===== src/rtl/echo_pkg.sv =====
// Shared constants, state encoding and clip limits for the echo-cancellation chain.
package echo_pkg;
    localparam int DATA_W    = 16;
    localparam int COEF_W    = 16;
    localparam int COEF_FRAC = 15;
    localparam int TAPS      = 4;
    localparam int PROD_W    = DATA_W + COEF_W;
    localparam int ACC_W     = DATA_W + COEF_W + 3;

    localparam logic signed [DATA_W-1:0] SAT_MAX = 16'sh7FFF;
    localparam logic signed [DATA_W-1:0] SAT_MIN = 16'sh8000;

    typedef enum logic [1:0] {
        ST_IDLE = 2'd0,
        ST_MAC  = 2'd1,
        ST_SAT  = 2'd2
    } state_t;
endpackage


===== src/rtl/echo_round_sat.sv =====
// Combinational round-half-up of a Q.COEF_FRAC accumulator to a DATA_W sample with clipping.
module echo_round_sat
    import echo_pkg::*;
#(
    parameter int IN_W = ACC_W
) (
    input  logic signed [IN_W-1:0]   acc,
    output logic signed [DATA_W-1:0] result,
    output logic                     clipped
);
    localparam logic signed [IN_W-1:0] HALF  = IN_W'(1) << (COEF_FRAC - 1);
    localparam logic signed [IN_W-1:0] MAX_W = IN_W'(SAT_MAX);
    localparam logic signed [IN_W-1:0] MIN_W = IN_W'(SAT_MIN);

    logic signed [IN_W-1:0] rounded;
    logic signed [IN_W-1:0] shifted;

    always_comb begin
        rounded = acc + HALF;
        shifted = rounded >>> COEF_FRAC;
        result  = shifted[DATA_W-1:0];
        clipped = 1'b0;
        if (shifted > MAX_W) begin
            result  = SAT_MAX;
            clipped = 1'b1;
        end else if (shifted < MIN_W) begin
            result  = SAT_MIN;
            clipped = 1'b1;
        end
    end
endmodule


===== src/rtl/echo_deconvolver_16b.sv =====
// IIR inverse of the 4-tap echo model: x[n] = y[n] - sum a_k*x[n-1-k], one shared MAC.
module echo_deconvolver_16b
    import echo_pkg::*;
(
    input  logic                     clk_operation,
    input  logic                     rst,
    input  logic                     enable,
    input  logic signed [DATA_W-1:0] sig16b_echo,
    input  logic signed [COEF_W-1:0] para_0,
    input  logic signed [COEF_W-1:0] para_1,
    input  logic signed [COEF_W-1:0] para_2,
    input  logic signed [COEF_W-1:0] para_3,
    output logic signed [DATA_W-1:0] sig16b_clean,
    output logic                     ready,
    output logic                     busy,
    output logic                     sat
);
    state_t                    state_q, state_d;
    logic                      en_prev_q, en_prev_d;
    logic [1:0]                k_q, k_d;
    logic signed [ACC_W-1:0]   acc_q, acc_d;
    logic signed [COEF_W-1:0]  coef_q [TAPS];
    logic signed [COEF_W-1:0]  coef_d [TAPS];
    logic signed [DATA_W-1:0]  hist_q [TAPS];
    logic signed [DATA_W-1:0]  hist_d [TAPS];
    logic signed [DATA_W-1:0]  clean_q, clean_d;
    logic                      ready_q, ready_d;
    logic                      busy_q, busy_d;
    logic                      sat_q, sat_d;

    logic signed [COEF_W-1:0]  para_in [TAPS];
    logic signed [PROD_W-1:0]  prod;
    logic signed [DATA_W-1:0]  rs_result;
    logic                      rs_clip;
    logic                      start;

    assign para_in[0] = para_0;
    assign para_in[1] = para_1;
    assign para_in[2] = para_2;
    assign para_in[3] = para_3;

    assign prod  = PROD_W'(coef_q[k_q]) * PROD_W'(hist_q[k_q]);
    assign start = enable && !en_prev_q && (state_q == ST_IDLE);

    echo_round_sat #(.IN_W(ACC_W)) u_round_sat (
        .acc     (acc_q),
        .result  (rs_result),
        .clipped (rs_clip)
    );

    always_comb begin
        state_d   = state_q;
        en_prev_d = enable;
        k_d       = k_q;
        acc_d     = acc_q;
        coef_d    = coef_q;
        hist_d    = hist_q;
        clean_d   = clean_q;
        ready_d   = ready_q;
        busy_d    = busy_q;
        sat_d     = sat_q;
        case (state_q)
            ST_IDLE: begin
                if (start) begin
                    coef_d  = para_in;
                    acc_d   = ACC_W'(sig16b_echo) <<< COEF_FRAC;
                    k_d     = 2'd0;
                    busy_d  = 1'b1;
                    ready_d = 1'b0;
                    state_d = ST_MAC;
                end
            end
            ST_MAC: begin
                acc_d = acc_q - ACC_W'(prod);
                k_d   = k_q + 2'd1;
                if (k_q == 2'(TAPS - 1)) begin
                    state_d = ST_SAT;
                end
            end
            ST_SAT: begin
                // History keeps the clipped value so the filter sees what was emitted.
                clean_d = rs_result;
                sat_d   = rs_clip;
                for (int i = TAPS - 1; i > 0; i--) begin
                    hist_d[i] = hist_q[i-1];
                end
                hist_d[0] = rs_result;
                ready_d   = 1'b1;
                busy_d    = 1'b0;
                state_d   = ST_IDLE;
            end
            default: state_d = ST_IDLE;
        endcase
    end

    always_ff @(posedge clk_operation) begin
        if (!rst) begin
            state_q   <= ST_IDLE;
            en_prev_q <= 1'b0;
            k_q       <= 2'd0;
            acc_q     <= '0;
            clean_q   <= '0;
            ready_q   <= 1'b0;
            busy_q    <= 1'b0;
            sat_q     <= 1'b0;
            for (int i = 0; i < TAPS; i++) begin
                coef_q[i] <= '0;
                hist_q[i] <= '0;
            end
        end else begin
            state_q   <= state_d;
            en_prev_q <= en_prev_d;
            k_q       <= k_d;
            acc_q     <= acc_d;
            clean_q   <= clean_d;
            ready_q   <= ready_d;
            busy_q    <= busy_d;
            sat_q     <= sat_d;
            coef_q    <= coef_d;
            hist_q    <= hist_d;
        end
    end

    assign sig16b_clean = clean_q;
    assign ready        = ready_q;
    assign busy         = busy_q;
    assign sat          = sat_q;
endmodule


===== config.mk =====
export PLATFORM = sky130hd
export DESIGN_NAME = echo_deconvolver_16b
export DESIGN_NICKNAME = d
export VERILOG_FILES = /design/src/rtl/echo_pkg.sv /design/src/rtl/echo_round_sat.sv /design/src/rtl/echo_deconvolver_16b.sv
export SDC_FILE = /design/constraint.sdc
export NUM_CORES = 1
export LEC_CHECK = 0
export CORE_AREA = 2 2 217 262
export CTS_CLUSTER_DIAMETER = 40
export DETAILED_ROUTE_END_ITERATION = 16
export DIE_AREA = 0 0 219 264
export DONT_BUFFER_PORTS = 1
export GPL_TIMING_DRIVEN = 0
export PLACE_DENSITY = 0.51
export RECOVER_POWER = 25
export SLEW_MARGIN = 20
export SYNTH_ARGS = -nofsm -noshare
export SYNTH_HDL_FRONTEND = slang
export SYNTH_SLANG_ARGS = --single-unit

===== constraint.sdc =====
create_clock -name clk_operation -period 13.7 [get_ports clk_operation]
set_input_delay 2.055 -clock clk_operation [delete_from_list [all_inputs] [get_ports clk_operation]]
set_output_delay 2.055 -clock clk_operation [all_outputs]
set_load 0.01 [all_outputs]

Met1 routing:
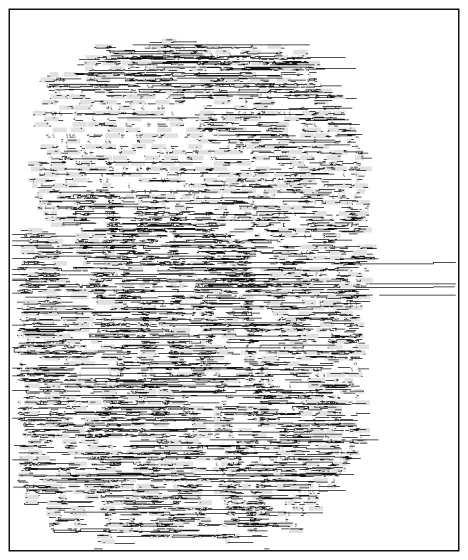
share of all routed wire: 39%
nets with wire on the layer: 2548
main direction: horizontal
longest straight run: 87.4 µm
routed via count: 14855
final wirelength: 60300 µm
GR Util met1: 25.5%

==> results.yml <==
# generated from flow reports
global_routing:
  antenna_found_initial: 9
  use_met3_pct: 3.98
power:
  power_frac_clock_pct: 18.5
  power_leakage_nw: 8.72
  p_per_area_nw_per_um2: 130
  seqPwrFrac_pct: 22.4
  internal-power_w: 0.00147
  ir_drop_uv: 90.5
cells_and_area:
  final-seq-area_um2: 3420
  logic_area_um2: 13700
  layout.nonclk_buf_share_pct: 2.48
setup_path:
  rrSetupSlack_ns: 4.53
  criticalPathCategory: "reg2reg"
  arrival_ns: 9.49
  rr_startpoint: "k_q[1]$_SDFFE_PN0P_"
yosys:
  yosys_most_used_dff: "dfxtp_1"
  synthTopLogicFamily: "adder cells"
  simple_gate_share_pct: 15.3
  ys_ff: 171
  async_flop_share_pct: 0
  syn_area_um2: 19200
  floorplan.nets: 2692
  yosys_area_um2: 19200
  synthCells: 2192
cts:
  cts_tree: "done"
  post_cts_resize_count: 0
  cts_setup_buffers: 0
  cts_buffers: 17
placed_design:
  globalplace.congestion: 0.864
  port_buffers: 0
drt:
  drt-met1-wl_um: 23700
  dr_wl_met2_um: 31000
  wire_per_inst_um: 20.4
flow_run:
  tool_warnings: 33
floorplanning:
  die_w_um: 219
status:
  status: "finished, final reports clean"
The metal 2 layer:
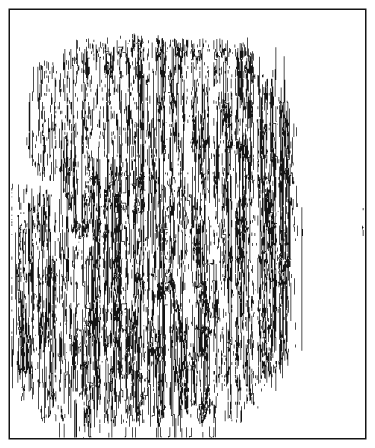
nets with wire on the layer: 2273
share of all routed wire: 51%
longest straight run: 120 µm
wire length on this layer: 31.0 mm
main direction: vertical
met2 Usage GRT: 38.8%

No activity file was given, so power comes from the tool's default toggle rates.
